<file path="config.mk">
export PLATFORM = sky130hd
export DESIGN_NAME = key_judge
export DESIGN_NICKNAME = d
export VERILOG_FILES = /design/src/rtl/key_judge.sv
export SDC_FILE = /design/constraint.sdc
export NUM_CORES = 1
export LEC_CHECK = 0
export ABC_AREA = 1
export CAP_MARGIN = 20
export CELL_PAD_IN_SITES_DETAIL_PLACEMENT = 1
export CELL_PAD_IN_SITES_GLOBAL_PLACEMENT = 1
export CORE_MARGIN = 2
export CORE_UTILIZATION = 48
export CTS_BUF_LIST = sky130_fd_sc_hd__clkbuf_8
export DETAILED_ROUTE_END_ITERATION = 6
export GPL_TIMING_DRIVEN = 0
export PLACE_DENSITY_LB_ADDON = 0.3
export SYNTH_ARGS = -nofsm -noshare
export SYNTH_HDL_FRONTEND = slang
export SYNTH_SLANG_ARGS = --single-unit
</file>
<file path="constraint.sdc">
create_clock -name CLOCK_50 -period 6.46 [get_ports CLOCK_50]
set_input_delay 0.969 -clock CLOCK_50 [delete_from_list [all_inputs] [get_ports CLOCK_50]]
set_output_delay 0.969 -clock CLOCK_50 [all_outputs]
set_load 0.02 [all_outputs]
</file>
<file path="src/rtl/key_judge.sv">
// key_judge: beat generator and key judge for a one-lane-per-key rhythm game.
// One beat lasts BEAT_DIV cycles of CLOCK_50. game_clock is high for the first
// half of the beat, and the scorer samples on its falling edge. Only the first
// key press in the early part of the beat is judged. A beat that carries a tile
// and has no correct press counts as a miss. After MISS_LIMIT misses the game
// ends.
// Optional macro: KEY_JUDGE_STRICT_WRONG_EN. When it is defined, a wrong press
// on a tile beat counts as a miss straight away, and the end-of-window miss for
// that beat is suppressed.
// o_dbg_state exposes the game FSM (0 idle, 1 run, 2 over) for checkers.
module key_judge #(
  parameter int BEAT_DIV   = 25000000,
  parameter int MISS_LIMIT = 3
) (
  input  logic       CLOCK_50,
  input  logic       resetn,
  input  logic       start,
  input  logic [3:0] KEY,
  input  logic [1:0] tile_lane,
  input  logic       tile_valid,
  output logic       game_clock,
  output logic       correct_key_pressed,
  output logic       miss_pulse,
  output logic [3:0] misses,
  output logic       game_over,
  output logic [1:0] o_dbg_state
);

`ifdef KEY_JUDGE_STRICT_WRONG_EN
  localparam bit STRICT = 1'b1;
`else
  localparam bit STRICT = 1'b0;
`endif

  localparam int CW = $clog2(BEAT_DIV);
  localparam logic [CW-1:0] CNT_LAST = CW'(BEAT_DIV - 1);
  localparam logic [CW-1:0] CNT_HALF = CW'(BEAT_DIV / 2);
  localparam logic [CW-1:0] CNT_HM1  = CW'(BEAT_DIV / 2 - 1);
  localparam logic [CW-1:0] CNT_HM2  = CW'(BEAT_DIV / 2 - 2);
  localparam logic [CW-1:0] CNT_HP1  = CW'(BEAT_DIV / 2 + 1);
  localparam logic [3:0]    MISS_LIM = 4'(MISS_LIMIT);

  typedef enum logic [1:0] {
    ST_IDLE = 2'd0,
    ST_RUN  = 2'd1,
    ST_OVER = 2'd2
  } state_t;

  state_t          r_state;
  logic [CW-1:0]   r_cnt;
  logic [3:0]      r_sync1;
  logic [3:0]      r_sync2;
  logic [3:0]      r_key_prev;
  logic            r_tile_valid;
  logic [1:0]      r_tile_lane;
  logic            r_judged;
  logic            r_blocked;
  logic            r_correct;
  logic            r_miss_pulse;
  logic [3:0]      r_misses;
  logic            r_game_over;
  logic            r_game_clock;

  logic [3:0]      w_fall;
  logic            w_one_edge;
  logic [1:0]      w_edge_idx;
  logic            w_beat_tv;
  logic [1:0]      w_beat_tl;
  logic            w_judge;
  logic            w_correct;
  logic            w_strict_miss;
  logic            w_beat_miss;
  logic [CW-1:0]   w_cnt_next;
  logic [3:0]      w_misses_inc;

  // Two-flop synchronizer per key plus one delay stage for falling-edge detection.
  always_ff @(posedge CLOCK_50 or negedge resetn) begin
    if (!resetn) begin
      r_sync1    <= 4'hF;
      r_sync2    <= 4'hF;
      r_key_prev <= 4'hF;
    end else begin
      r_sync1    <= KEY;
      r_sync2    <= r_sync1;
      r_key_prev <= r_sync2;
    end
  end

  assign w_fall     = r_key_prev & ~r_sync2;
  assign w_one_edge = ($countones(w_fall) == 1);

  // Lane index of the detected edge (meaningful only when exactly one edge).
  always_comb begin
    w_edge_idx = 2'd0;
    for (int i = 0; i < 4; i++) begin
      if (w_fall[i]) w_edge_idx = 2'(i);
    end
  end

  // At cnt==0 the tile inputs are being latched this very cycle, so use them
  // directly; later in the beat use the latched copy.
  assign w_beat_tv     = (r_cnt == '0) ? tile_valid : r_tile_valid;
  assign w_beat_tl     = (r_cnt == '0) ? tile_lane  : r_tile_lane;
  assign w_judge       = (r_state == ST_RUN) && (w_fall != 4'd0) && !r_judged &&
                         (r_cnt <= CNT_HM2);
  assign w_correct     = w_judge && w_beat_tv && w_one_edge && (w_edge_idx == w_beat_tl);
  assign w_strict_miss = STRICT && w_judge && !w_correct && w_beat_tv;
  // Decided one cycle early so the registered strobe lands on cnt==BEAT_DIV/2.
  assign w_beat_miss   = (r_cnt == CNT_HM1) && r_tile_valid && !r_correct && !r_blocked;
  assign w_cnt_next    = (r_cnt == CNT_LAST) ? '0 : r_cnt + CW'(1);
  assign w_misses_inc  = (r_misses == 4'd15) ? r_misses : r_misses + 4'd1;

  // Game FSM with beat counter, judgment flags and registered outputs.
  always_ff @(posedge CLOCK_50 or negedge resetn) begin
    if (!resetn) begin
      r_state      <= ST_IDLE;
      r_cnt        <= '0;
      r_tile_valid <= 1'b0;
      r_tile_lane  <= 2'd0;
      r_judged     <= 1'b0;
      r_blocked    <= 1'b0;
      r_correct    <= 1'b0;
      r_miss_pulse <= 1'b0;
      r_misses     <= 4'd0;
      r_game_over  <= 1'b0;
      r_game_clock <= 1'b0;
    end else begin
      r_miss_pulse <= 1'b0;
      if (r_cnt == '0) begin
        r_tile_valid <= tile_valid;
        r_tile_lane  <= tile_lane;
      end
      if (start) begin
        // Start wins over everything, including a miss decided this cycle.
        r_state      <= ST_RUN;
        r_cnt        <= '0;
        r_misses     <= 4'd0;
        r_judged     <= 1'b0;
        r_blocked    <= 1'b0;
        r_correct    <= 1'b0;
        r_game_over  <= 1'b0;
        r_game_clock <= 1'b1;
      end else begin
        case (r_state)
          ST_RUN: begin
            if (r_misses >= MISS_LIM) begin
              r_state      <= ST_OVER;
              r_game_over  <= 1'b1;
              r_correct    <= 1'b0;
              r_game_clock <= 1'b0;
              r_cnt        <= '0;
            end else begin
              r_cnt        <= w_cnt_next;
              r_game_clock <= (w_cnt_next < CNT_HALF);
              if (w_judge) r_judged <= 1'b1;
              if (w_correct) r_correct <= 1'b1;
              else if (r_cnt == CNT_HP1) r_correct <= 1'b0;
              if (w_strict_miss) begin
                r_blocked    <= 1'b1;
                r_misses     <= w_misses_inc;
                r_miss_pulse <= 1'b1;
              end else if (w_beat_miss) begin
                r_misses     <= w_misses_inc;
                r_miss_pulse <= 1'b1;
              end
              if (r_cnt == CNT_LAST) begin
                r_judged  <= 1'b0;
                r_blocked <= 1'b0;
              end
            end
          end
          default: begin
            // IDLE and OVER hold everything until start.
          end
        endcase
      end
    end
  end

  assign game_clock          = r_game_clock;
  assign correct_key_pressed = r_correct;
  assign miss_pulse          = r_miss_pulse;
  assign misses              = r_misses;
  assign game_over           = r_game_over;
  assign o_dbg_state         = r_state;

endmodule

</file>
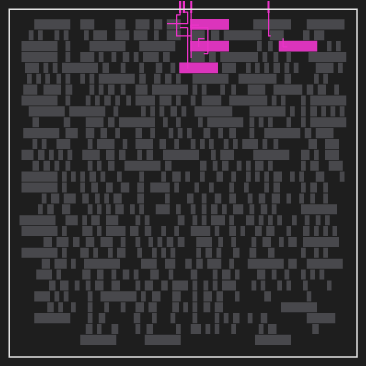
*Nets reached from selected ports, run 1*
(4 px per um)
legend:
  magenta:
    port: KEY
    direction: input
    end_cells: 4
    buffers: 4
    wire: 70.8 um

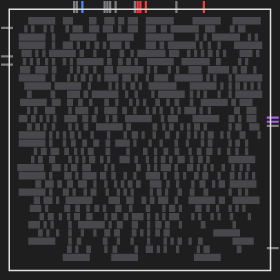
*Pin map, run 1*
(3 px per um) Pins as bars across the die edge, other pins in gray.
legend:
  red:
    port: KEY
    pins: 4
    direction: input
    edge: north
  purple:
    port: tile_lane
    pins: 2
    direction: input
    edge: east
  blue:
    port: miss_pulse
    pins: 1
    direction: output
    edge: north

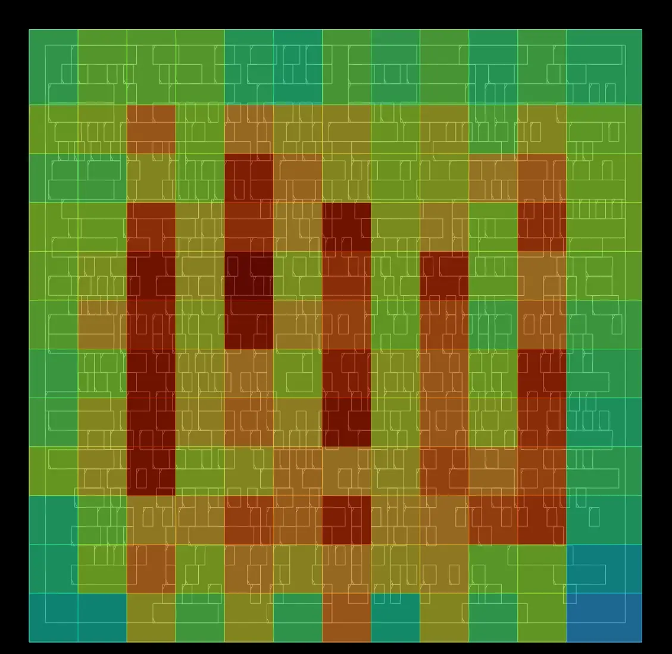
*Routing congestion map, run 1*
aggregate global-route resource usage: 29.6%
met3 track demand over resource: 4.10%
per-cell routed wire length: 18.4 um
met1 global-route usage: 41.1%

==> impl_metrics.csv, run 1 <==
group,metric,value,unit
floorplanning,ios,20,
cts,insertion_delay,0.32,ns
sta,finalSetupTns,0,ns
logic_synthesis,synth-seq-cells,50,
outcome,status,"completed",
pwr,power.internal,0.474,mW
critical_path,critPathLaunch,"r_key_prev[1]",
logic_synthesis,yosysMostFrequentCell,"nand2_1",
routing,firstDrtPassIters,4,
routing,vias,3219,
logic_synthesis,synthXorXnorAreaFrac,1.61,%
critical_path,crit_chain,"inv_1, nor2_1, fa_1, ha_1, ha_1, nor3b_1, nand3_1, a21oi_1, nand3_1, nand2_1, nand2_1, nand2_1, nand2_1",
final_layout,syn_to_final_growth,12.0,%
placed_design,dp_worst_setup_slack,3.76,ns
placed_design,place_congestion,0.935,
pwr,p_comb_share,23.0,%
cts,clock_sinks,50,
logic_synthesis,yosys_area,0.00327,mm2
cts,cts_buffer_depth,2,
sta,min_period_over_period,42.0,%
cts,post_cts_buffers,0,
logic_synthesis,edf_count,0,
critical_path,endpoint_kind,"register",
critical_path,r2r_start,"r_key_prev[1]",
final_layout,final.clkbuf_count,5,
critical_path,cpMaxStageDelayCell,"dfstp_2",
placed_design,placed_cells_incl_taps,564,
critical_path,cp.arrival,2.93,ns
sta,whs,0.363,ns
routing,via_per_inst,5.63,
logic_synthesis,yosysTopAreaCellShare,29.1,%
logic_synthesis,synthAdderAreaFrac,3.67,%
placed_design,place_area,0.00357,mm2
final_layout,inv_count,65,
logic_synthesis,syn_inst,465,
cts,path_clk_slew,0.11,ns
pwr,power.share.sequential,48.7,%
final_layout,fin_area,0.00366,mm2
floorplanning,tap_cells,80,
routing,route.detailed.drc,0,
global_route,first_global_vias,3356,
final_layout,comb_area_share,47.0,%
pwr,p_sw,0.256,mW
final_layout,clock_area_share,2.66,%
logic_synthesis,synth_area,0.00327,mm2
sta,finalCriticalPeriod,2.72,ns
pwr,comb-power,0.168,mW
final_layout,finish.utilization,54.8,%
logic_synthesis,simple_gate_area_share,39.5,%
logic_synthesis,synthTopCellsByArea,"dfrtp_1 (29%), nand2_1 (12%), dfstp_2 (9.6%)",
cts,cts_htree_levels,2,
run 1: cells in the final DEF (no fill, tap or decap), types with 8 or more instances in the layout:
master | Yosys | routed
a21oi_1 | 11 | 11
o21ai_0 | 19 | 19
dfstp_2 | 12 | 12
dfrtp_1 | 38 | 38
nand2_1 | 107 | 107
o22ai_1 | 11 | 11
nand4_1 | 14 | 14
nand3_1 | 43 | 43
ha_1 | 8 | 8
clkdlybuf4s50_1 | 0 | 17
inv_1 | 59 | 59
nor2_1 | 78 | 78
nor2_2 | 11 | 11
run 1: routing by layer:
| layer | up-vias | wire length [um] | track usage, % |
|---|---|---|---|
| met5 | - | 0 | 0 |
| met4 | 0 | 174 | 8.38 |
| met3 | 15 | 468 | 4.10 |
| met2 | 71 | 5070 | 48.7 |
| met1 | 1587 | 4790 | 41.1 |
| li1 | 1546 | - | - |
--- run 2 (diff from run 1) ---
--- a/config.mk
+++ b/config.mk
@@ -10,7 +10,7 @@
 export CELL_PAD_IN_SITES_DETAIL_PLACEMENT = 1
 export CELL_PAD_IN_SITES_GLOBAL_PLACEMENT = 1
 export CORE_MARGIN = 2
-export CORE_UTILIZATION = 48
+export CORE_UTILIZATION = 45
 export CTS_BUF_LIST = sky130_fd_sc_hd__clkbuf_8
 export DETAILED_ROUTE_END_ITERATION = 6
 export GPL_TIMING_DRIVEN = 0
==> constraint.sdc (replaced) <==
create_clock -name CLOCK_50 -period 2.7 [get_ports CLOCK_50]
set_input_delay 0.405 -clock CLOCK_50 [delete_from_list [all_inputs] [get_ports CLOCK_50]]
set_output_delay 0.405 -clock CLOCK_50 [all_outputs]
set_load 0.02 [all_outputs]
==> impl_metrics.csv, run 2 <==
group,metric,value,unit
critical_path,r2r_start,"r_key_prev[0]",
final_layout,fin_area,0.00376,mm2
routing,firstDrtPassIters,4,
critical_path,max_stage_delay,0.57,ns
sta,min_period_over_period,96.3,%
global_route,use_met2,48.1,%
critical_path,critical_path_peak_fanout,2,
critical_path,cpMaxStageDelayCell,"dfstp_2",
outcome,status,"completed",
logic_synthesis,edf_count,0,
logic_synthesis,yosys_area,0.00327,mm2
logic_synthesis,synthTopCellsByArea,"dfrtp_1 (29%), nand2_1 (12%), dfstp_2 (9.6%)",
placed_design,place_congestion,0.951,
pwr,power.share.sequential,48.3,%
global_route,use_met1,38.3,%
global_route,globalRouteTotalUtil,28.9,%
pwr,cellPowerDensity,472,mW/mm2
cts,path_clk_slew,0.11,ns
global_route,grt.busiest_layer,"met2",
pwr,p_comb_share,24.0,%
cts,post_cts_buffers,0,
critical_path,endpoint_kind,"register",
logic_synthesis,synthAdderAreaFrac,3.67,%
final_layout,finish.utilization,52.6,%
logic_synthesis,synth-seq-cells,50,
pwr,power.internal,1.15,mW
routing,route.met2.wl,5.30,mm
routing,wire_per_inst,18.2,um
routing,vias,3351,
final_layout,syn_to_final_growth,14.8,%
job,maxCapViolCount,0,
sta,finalSetupTns,0,ns
cts,cts_buffer_depth,2,
logic_synthesis,yosysMostFrequentCell,"nand2_1",
final_layout,layout_top_cells,"nand2_1 (107), nor2_1 (75), inv_1 (58), nand3_1 (43), dfrtp_1 (38)",
global_route,first_global_vias,3426,
routing,wl_met3,484,um
placed_design,dp_worst_setup_slack,-0.0674,ns
pwr,comb-power,0.424,mW
placed_design,place_area,0.00359,mm2
global_route,grt_max_degree,33,
sta,whs,0.0321,ns
critical_path,crit_chain,"inv_2, nor2_4, fa_1, ha_2, ha_4, nor3b_2, nand3_1, a21oi_2, nand3_1, nand2_1, nand2_1, nand2_1, nand2_1",
pwr,p_sw,0.625,mW
global_route,grt.met3_usage,4.06,%
cts,insertion_delay,0.32,ns
logic_synthesis,synth_area,0.00327,mm2
routing,via_per_inst,5.64,
logic_synthesis,synthXorXnorAreaFrac,1.61,%
sta,finalCriticalPeriod,2.60,ns
placed_design,placed_cells_incl_taps,583,
routing,route.detailed.drc,0,
floorplanning,ios,20,
routing,wl_met1,4.71,mm
routing,routed.top_layer,"met4",
cts,cts_htree_levels,2,
logic_synthesis,syn_inst,465,
logic_synthesis,yosysTopAreaCellShare,29.1,%
logic_synthesis,synth.area.mux_share,0,%
run 2: cell type report:
cell class	count	area share, %
well taps	99	3.30
clock buffers	5	1.83
flip-flops and latches	50	33.7
repair buffers	22	5.80
multi-input cells	343	47.0
inverters	65	6.50
clock inverters	3	0.766
plain buffers	7	1.07
run 2: how the worst max path moves through the flow:
stage                     slack, ns                  end           from  cells past startpoint
after global placement        -0.29           miss_pulse         resetn                      1
after global routing          -0.03  correct_key_pressed  r_key_prev[0]                     13
after CTS                      0.02  correct_key_pressed  r_key_prev[3]                     13
final                           0.1  correct_key_pressed  r_key_prev[0]                     13
after detailed placement      -0.07  correct_key_pressed  r_key_prev[1]                     13
after floorplan                0.31  correct_key_pressed  r_key_prev[1]                     13
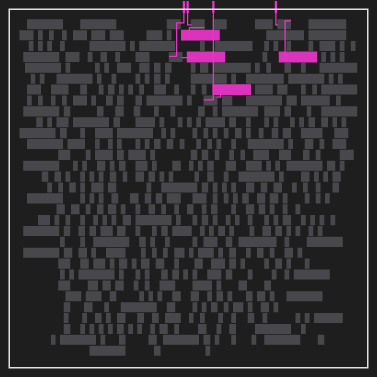
*Nets reached from selected ports, run 2*
(4 px per um)
legend:
  magenta:
    port: KEY
    direction: input
    end_cells: 4
    buffers: 4
    wire: 69.8 um

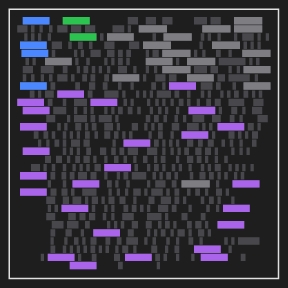
*Where the registers sit, run 2*
(3 px per um) Other sequential cells in the stronger gray, the rest of the logic in the fainter gray.
legend:
  green:
    netlist_name: o_dbg_state
    sequential_cells: 2
  purple:
    netlist_name: r_cnt
    sequential_cells: 25
  blue:
    netlist_name: misses
    sequential_cells: 4
    where: north-west

--- run 3 (diff from run 2) ---
--- a/config.mk
+++ b/config.mk
@@ -13,7 +13,6 @@
 export CORE_UTILIZATION = 45
 export CTS_BUF_LIST = sky130_fd_sc_hd__clkbuf_8
 export DETAILED_ROUTE_END_ITERATION = 6
-export GPL_TIMING_DRIVEN = 0
 export PLACE_DENSITY_LB_ADDON = 0.3
 export SYNTH_ARGS = -nofsm -noshare
 export SYNTH_HDL_FRONTEND = slang
==> constraint.sdc (replaced) <==
create_clock -name CLOCK_50 -period 2.7 [get_ports CLOCK_50]
set_input_delay 0.405 -clock CLOCK_50 [delete_from_list [all_inputs] [get_ports CLOCK_50]]
set_output_delay 0.405 -clock CLOCK_50 [all_outputs]
set_load 0.05 [all_outputs]
==> impl_metrics.csv, run 3 <==
group,metric,value,unit
outcome,status,"completed",
logic_synthesis,syn_inst,465,
placed_design,placed_cells_incl_taps,583,
cts,cts_buffer_depth,2,
global_route,first_global_vias,3542,
sta,finalSetupTns,0,ns
logic_synthesis,synth-seq-cells,50,
global_route,grt.met3_usage,4.89,%
final_layout,layout_top_cells,"nand2_1 (107), nor2_1 (75), inv_1 (59), nand3_1 (43), dfrtp_1 (38)",
critical_path,cp.depth,13,
final_layout,inv_count,65,
final_layout,buf_share,7.33,%
global_route,use_met2,48.6,%
final_layout,syn_to_final_growth,14.8,%
pwr,p_sw,0.642,mW
final_layout,logic_gates,343,
pwr,power.internal,1.15,mW
pwr,power.share.sequential,47.6,%
final_layout,final.clkbuf_count,5,
logic_synthesis,edf_count,0,
routing,route.detailed.drc,0,
final_layout,fin_area,0.00375,mm2
logic_synthesis,simple_gate_area_share,39.5,%
logic_synthesis,yosysMostFrequentCell,"nand2_1",
job,maxCapViolCount,0,
critical_path,critical_path_peak_fanout,3,
logic_synthesis,synth.area.mux_share,0,%
routing,firstDrtPassIters,5,
routing,routed.top_layer,"met4",
sta,min_period_over_period,97.0,%
logic_synthesis,yosysTopAreaCellShare,29.1,%
placed_design,dp_worst_setup_slack,-0.0227,ns
logic_synthesis,synthAdderAreaFrac,3.67,%
pwr,cellPowerDensity,477,mW/mm2
logic_synthesis,synthXorXnorAreaFrac,1.61,%
cts,insertion_delay,0.33,ns
## run 3: worst paths after layout
check	from	to	slack [ns]
max	r_key_prev[1]	correct_key_pressed	0.08
min	r_sync1[0]	r_sync2[0]	0.35
max reg2reg	r_key_prev[1]	correct_key_pressed	0.08
min reg2reg	r_sync1[0]	r_sync2[0]	0.35
max in group asynchronous	resetn	r_sync2[3]	1.44
min in group asynchronous	resetn	r_cnt[16]	0.51
## run 3: what timing repair did
action,4_1_cts,5_1_grt
endpoints found under the setup margin,1,1
hold buffers,0,1
buffers inserted,0,1
gates cloned,0,0
pin swaps,0,0
resized,2,5
endpoints found under the hold margin,0,2
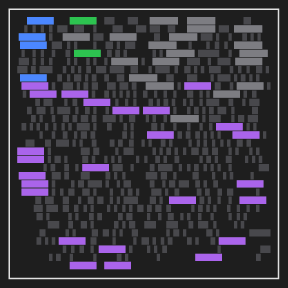
*Where the registers sit, run 3*
(3 px per um) Other sequential cells in the stronger gray, the rest of the logic in the fainter gray.
legend:
  blue:
    netlist_name: misses
    sequential_cells: 4
    where: north-west
  green:
    netlist_name: o_dbg_state
    sequential_cells: 2
  purple:
    netlist_name: r_cnt
    sequential_cells: 25
Post-Route Utilization: 52.6%
total sequential power: 0.853 mW

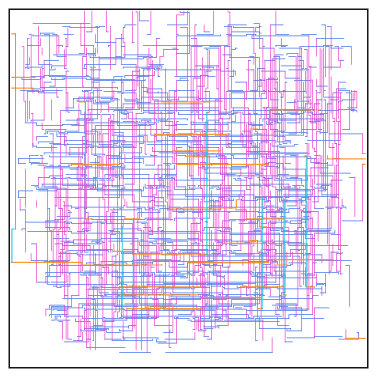
*Wiring by layer, run 3*
(4 px per um)
legend:
  cyan:
    layer: M4
    wire_length: 253 um
  orange:
    layer: M3
    wire_length: 441 um
  magenta:
    layer: M2
    wire_length: 5240 um
  blue:
    layer: M1
    wire_length: 4880 um
routed wire length: 10.8 mm
per-cell routed wire length: 18.2 um
vias: 3251
aggregate global-route resource usage: 29.5%

Power is estimated from default activity; no workload was simulated.
